==> config.mk <==
export PLATFORM = sky130hd
export DESIGN_NAME = move_entry_fsm
export DESIGN_NICKNAME = d
export VERILOG_FILES = /design/src/rtl/move_entry_fsm.sv
export SDC_FILE = /design/constraint.sdc
export NUM_CORES = 1
export LEC_CHECK = 0
export ABC_AREA = 1
export ABC_CLOCK_PERIOD_IN_PS = 2600
export CORE_ASPECT_RATIO = 1.75
export CORE_MARGIN = 4
export CORE_UTILIZATION = 55
export CTS_BUF_LIST = sky130_fd_sc_hd__clkbuf_16
export DETAILED_ROUTE_END_ITERATION = 7
export DONT_BUFFER_PORTS = 1
export PLACE_DENSITY = 0.7
export SLEW_MARGIN = 25
export SYNTH_ARGS = -nofsm -noshare
export SYNTH_HDL_FRONTEND = slang
export SYNTH_SLANG_ARGS = --single-unit
export TNS_END_PERCENT = 100
==> constraint.sdc <==
create_clock -name clk_in -period 2.6 [get_ports clk_in]
set_input_delay 0.52 -clock clk_in [delete_from_list [all_inputs] [get_ports clk_in]]
set_output_delay 0.52 -clock clk_in [all_outputs]
set_load 0.05 [all_outputs]
==> src/rtl/move_entry_fsm.sv <==
// -----------------------------------------------------------------------------
// move_entry_fsm
// Player-side move source for a 9x9 Go board controller. Debounced push-button
// levels become cursor steps, place commands and pass commands. A place on an
// occupied point is rejected. The block tracks whose turn it is and ignores
// all button activity for COOLDOWN_CYCLES cycles after each issued move.
//
// Optional feature macro: AUTOREPEAT_EN
//   When defined, a held direction button auto-repeats after REPEAT_DELAY
//   cycles and then every REPEAT_PERIOD cycles. When undefined, only edges
//   step the cursor and no repeat counter exists.
//
// Ports
//   clk_in      in   system clock
//   reset       in   asynchronous active-high reset
//   btn_*       in   debounced button levels (asynchronous to clk_in)
//   board       in   live board, board[row][col] is a 2-bit point:
//                    2'b00 empty, 2'b01 black, 2'b10 white
//   move        out  {row,col} of the issued move, 8'hFF = pass
//   move_avail  out  one-cycle pulse qualifying move
//   cursor_row  out  0..8, row 0 = top
//   cursor_col  out  0..8, col 0 = left
//   turn        out  2'b01 black to move, 2'b10 white to move
//   reject      out  one-cycle pulse when placing on an occupied point
// -----------------------------------------------------------------------------
module move_entry_fsm #(
   parameter int COOLDOWN_CYCLES = 16,
   parameter int REPEAT_DELAY    = 2**20,
   parameter int REPEAT_PERIOD   = 2**18
) (
   input  logic                 clk_in,
   input  logic                 reset,
   input  logic                 btn_up,
   input  logic                 btn_down,
   input  logic                 btn_left,
   input  logic                 btn_right,
   input  logic                 btn_place,
   input  logic                 btn_pass,
   input  logic [8:0][8:0][1:0] board,
   output logic [7:0]           move,
   output logic                 move_avail,
   output logic [3:0]           cursor_row,
   output logic [3:0]           cursor_col,
   output logic [1:0]           turn,
   output logic                 reject
);

   // A zero-length cooldown or repeat interval would make the counters
   // meaningless, so refuse to elaborate with such values.
   if (COOLDOWN_CYCLES < 1 || REPEAT_DELAY < 1 || REPEAT_PERIOD < 1) begin : g_param_check
      $error("move_entry_fsm: cycle parameters must be >= 1");
   end

   // Bit positions inside the packed button vector.
   localparam int B_PLACE = 1;
   localparam int B_PASS  = 0;

   localparam logic [1:0] D_UP    = 2'd0;
   localparam logic [1:0] D_DOWN  = 2'd1;
   localparam logic [1:0] D_LEFT  = 2'd2;
   localparam logic [1:0] D_RIGHT = 2'd3;

   localparam int              CD_W    = $clog2(COOLDOWN_CYCLES + 1);
   localparam logic [CD_W-1:0] CD_LAST = CD_W'(COOLDOWN_CYCLES - 1);

   typedef enum logic {IDLE, COOLDOWN} state_t;

   // Priority encoder over {up,down,left,right}: up > down > left > right.
   function automatic logic [1:0] prio_dir(input logic [3:0] v);
      logic [1:0] d;
      if (v[3])      d = D_UP;
      else if (v[2]) d = D_DOWN;
      else if (v[1]) d = D_LEFT;
      else           d = D_RIGHT;
      return d;
   endfunction

   logic [5:0] btn_raw;
   logic [5:0] sync1_q, sync2_q, prev_q;
   logic [5:0] edge_w;

   state_t          state_q, state_d;
   logic [CD_W-1:0] cd_cnt_q, cd_cnt_d;
   logic [7:0]      move_q, move_d;
   logic            avail_q, avail_d;
   logic            reject_q, reject_d;
   logic [3:0]      row_q, row_d;
   logic [3:0]      col_q, col_d;
   logic [1:0]      turn_q, turn_d;

   logic            accept;
   logic            step_en;
   logic [1:0]      step_dir;
   logic [1:0]      point;

   assign btn_raw = {btn_up, btn_down, btn_left, btn_right, btn_place, btn_pass};
   assign edge_w  = sync2_q & ~prev_q;

`ifdef AUTOREPEAT_EN
   localparam int RPT_MAX = (REPEAT_DELAY > REPEAT_PERIOD) ? REPEAT_DELAY : REPEAT_PERIOD;
   localparam int RPT_W   = $clog2(RPT_MAX + 1);

   logic             rpt_act_q, rpt_act_d;
   logic             rpt_wait_q, rpt_wait_d;   // 1: still in the initial delay
   logic [1:0]       rpt_dir_q, rpt_dir_d;
   logic [RPT_W-1:0] rpt_cnt_q, rpt_cnt_d;
   logic             lvl_en;
   logic [1:0]       lvl_dir;

   // The level that keeps a repeat alive is the synchronized one, with the
   // same priority as edges so pressing a higher direction cancels it.
   assign lvl_en  = |sync2_q[5:2];
   assign lvl_dir = prio_dir(sync2_q[5:2]);

   always_ff @(posedge clk_in or posedge reset) begin
      if (reset) begin
         rpt_act_q  <= 1'b0;
         rpt_wait_q <= 1'b1;
         rpt_dir_q  <= D_UP;
         rpt_cnt_q  <= '0;
      end else begin
         rpt_act_q  <= rpt_act_d;
         rpt_wait_q <= rpt_wait_d;
         rpt_dir_q  <= rpt_dir_d;
         rpt_cnt_q  <= rpt_cnt_d;
      end
   end
`endif

   always_ff @(posedge clk_in or posedge reset) begin
      if (reset) begin
         sync1_q  <= '0;
         sync2_q  <= '0;
         prev_q   <= '0;
         state_q  <= IDLE;
         cd_cnt_q <= '0;
         move_q   <= 8'h00;
         avail_q  <= 1'b0;
         reject_q <= 1'b0;
         row_q    <= 4'd4;
         col_q    <= 4'd4;
         turn_q   <= 2'b01;
      end else begin
         sync1_q  <= btn_raw;
         sync2_q  <= sync1_q;
         prev_q   <= sync2_q;
         state_q  <= state_d;
         cd_cnt_q <= cd_cnt_d;
         move_q   <= move_d;
         avail_q  <= avail_d;
         reject_q <= reject_d;
         row_q    <= row_d;
         col_q    <= col_d;
         turn_q   <= turn_d;
      end
   end

   always_comb begin
      state_d  = state_q;
      cd_cnt_d = cd_cnt_q;
      move_d   = move_q;
      avail_d  = 1'b0;
      reject_d = 1'b0;
      row_d    = row_q;
      col_d    = col_q;
      turn_d   = turn_q;
      accept   = 1'b0;
      step_en  = 1'b0;
      step_dir = D_UP;
      point    = board[row_q][col_q];
`ifdef AUTOREPEAT_EN
      // Repeat state clears unless the IDLE branch below keeps it alive.
      rpt_act_d  = 1'b0;
      rpt_wait_d = 1'b1;
      rpt_dir_d  = rpt_dir_q;
      rpt_cnt_d  = '0;
`endif

      case (state_q)
         IDLE: begin
            // Place wins over pass, even when the place is rejected.
            if (edge_w[B_PLACE]) begin
               if (point == 2'b00) begin
                  accept = 1'b1;
                  move_d = {row_q, col_q};
               end else begin
                  reject_d = 1'b1;
               end
            end else if (edge_w[B_PASS]) begin
               accept = 1'b1;
               move_d = 8'hFF;
            end

            if (accept) begin
               avail_d  = 1'b1;
               turn_d   = (turn_q == 2'b01) ? 2'b10 : 2'b01;
               state_d  = COOLDOWN;
               cd_cnt_d = '0;
            end else if (|edge_w[5:2]) begin
               step_en  = 1'b1;
               step_dir = prio_dir(edge_w[5:2]);
`ifdef AUTOREPEAT_EN
               rpt_act_d  = 1'b1;
               rpt_dir_d  = step_dir;
               rpt_cnt_d  = RPT_W'(1);
               rpt_wait_d = 1'b1;
`endif
            end
`ifdef AUTOREPEAT_EN
            else if (rpt_act_q && lvl_en && (lvl_dir == rpt_dir_q)) begin
               rpt_act_d = 1'b1;
               if ((rpt_wait_q && (rpt_cnt_q == RPT_W'(REPEAT_DELAY))) ||
                   (!rpt_wait_q && (rpt_cnt_q == RPT_W'(REPEAT_PERIOD)))) begin
                  step_en    = 1'b1;
                  step_dir   = rpt_dir_q;
                  rpt_cnt_d  = RPT_W'(1);
                  rpt_wait_d = 1'b0;
               end else begin
                  rpt_cnt_d  = rpt_cnt_q + 1'b1;
                  rpt_wait_d = rpt_wait_q;
               end
            end
`endif
         end

         COOLDOWN: begin
            // Edges are simply not looked at here, so they are dropped.
            if (cd_cnt_q == CD_LAST) begin
               state_d  = IDLE;
               cd_cnt_d = '0;
            end else begin
               cd_cnt_d = cd_cnt_q + 1'b1;
            end
         end

         default: state_d = IDLE;
      endcase

      if (step_en) begin
         case (step_dir)
            D_UP:    row_d = (row_q == 4'd0) ? 4'd8 : row_q - 4'd1;
            D_DOWN:  row_d = (row_q == 4'd8) ? 4'd0 : row_q + 4'd1;
            D_LEFT:  col_d = (col_q == 4'd0) ? 4'd8 : col_q - 4'd1;
            default: col_d = (col_q == 4'd8) ? 4'd0 : col_q + 4'd1;
         endcase
      end
   end

   assign move       = move_q;
   assign move_avail = avail_q;
   assign reject     = reject_q;
   assign cursor_row = row_q;
   assign cursor_col = col_q;
   assign turn       = turn_q;

endmodule
Fig. 1: run 1, wiring by layer
Scale bar: 20 um.
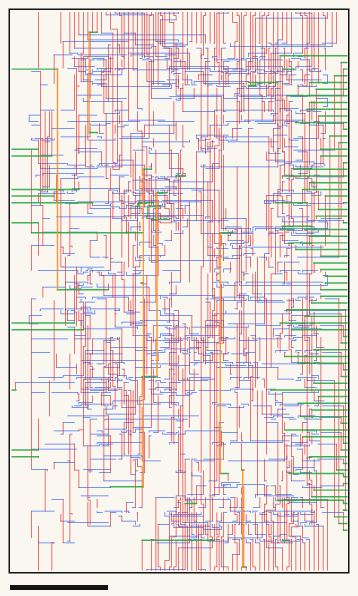
[blue] met1 | wire length: 3420 um
[orange] met4 | wire length: 236 um
[red] met2 | wire length: 5120 um
[green] met3 | wire length: 665 um

Fig. 2: run 1, met4 routing
Supply wires on this layer in gray. Cells faint in the background.
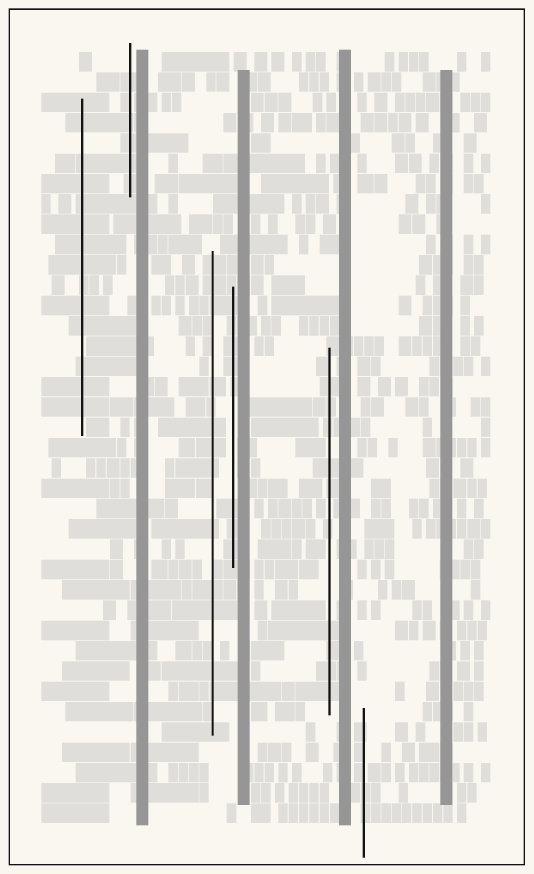
main direction: vertical
wire length on this layer: 236 um
nets with wire on the layer: 6
share of all routed wire: 2.5%
longest straight run: 64.6 um
final WL: 9440 um
vias after detailed routing: 3411

Fig. 3: run 1, cell outlines without signal wires
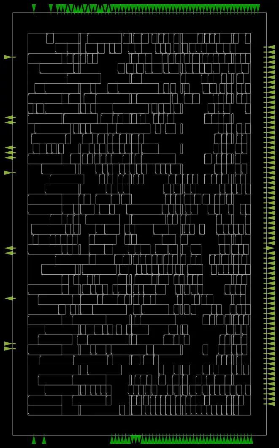
utilization after layout: 61.0%
fillers: 633
flop share of the area: 29.1%

==> flow_metrics.tcl, run 1 <==
# metrics dict for downstream scripts
set metrics [dict create \
    synth_area_leader_cell "dfrtp_1" \
    grt_use_met3_pct 4.32 \
    vias_per_cell 5.23 \
    fin_crit_ns 2.32 \
    yosysWarnings 0 \
    switchingPower_mw 2.29 \
    synthAoiAreaFrac_pct 11.0 \
    num_io_pins 190 \
    cts_tree "yes" \
    edf_count 0 \
    design.seq.count 44 \
    cts_resized 0 \
    logic_gates 407 \
    path_cells "buf_12 > nor2_4 > nand3_2 > o21ai_0 > a21oi_1 > nand2_1 > nand3_1 > nand3_1 > nand2_1 > nand2_2 > nand2_4 > a21oi_4 > nand2_2 > nor2_1 > nor2_1 > nor2_1" \
    avgRoutedWirePerCell_um 14.5 \
    cts_hold_buf 0 \
    status "complete, no violations" \
    tns_ns 0 \
    met2_usage_pct 44.0 \
    area_growth_pct 6.90 \
    topCellsByArea "dfrtp_1 (29%), nand2_1 (17%), inv_1 (10%)" \
    pwr-share-seq_pct 31.1 \
]
==> run 1 -> run 2 <==
Settings changed: CAP_MARGIN from default to 10.
Fig. 4: run 2, cell outlines without signal wires
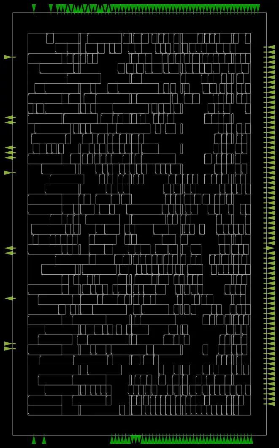
registers: 44
Core Region: 6230 um^2
non-filler cells in the finished layout: 652
n_taps: 80

==> flow_metrics.tcl, run 2 <==
# metrics dict for downstream scripts
set metrics [dict create \
    edf_count 0 \
    tns_ns 0 \
    topCellsByArea "dfrtp_1 (29%), nand2_1 (17%), inv_1 (10%)" \
    synth_area_leader_cell "dfrtp_1" \
    drt-total-wl_um 9440 \
    synthAoiAreaFrac_pct 11.0 \
    avgRoutedWirePerCell_um 14.5 \
    vias_per_cell 5.23 \
    worst_slew_margin_rel_pct 56.2 \
    grt_util_met1_pct 23.7 \
    cts_tree "yes" \
    cts_resized 0 \
    max_freq_mhz 432 \
    p_int_mw 2.26 \
    synthCells 573 \
    synthMuxAreaShare_pct 0 \
    max_slew.worst_pin.slew_ns 0.650 \
    common_cells "nand2_1 (164), inv_1 (95), nor2_1 (90)" \
    grt_use_met3_pct 4.32 \
    hp-class "in2async" \
    switchingPower_mw 2.29 \
    area_growth_pct 6.90 \
    antenna_cells 0 \
    path_cells "buf_12 > nor2_4 > nand3_2 > o21ai_0 > a21oi_1 > nand2_1 > nand3_1 > nand3_1 > nand2_1 > nand2_2 > nand2_4 > a21oi_4 > nand2_2 > nor2_1 > nor2_1 > nor2_1" \
    adder_share_pct 1.76 \
    pwr-share-seq_pct 31.1 \
    num_io_pins 190 \
    ys_cells 573 \
    cts_hold_buf 0 \
    grt_pass1_wl_um 14100 \
    cp_data_required_time_ns 2.81 \
    finish.utilization_pct 61.0 \
    n_fill_cell 633 \
    yosysWarnings 0 \
    status "complete, no violations" \
    finalHoldViolCount 0 \
    vias 3411 \
    fin_crit_ns 2.32 \
    logic_gates 407 \
    p_seq_mw 1.42 \
    sh_seq_area_pct 29.1 \
    powerDensity_nw_per_um2 1200 \
]
Power figures rest on the tool's default switching activity, not on a simulated workload.
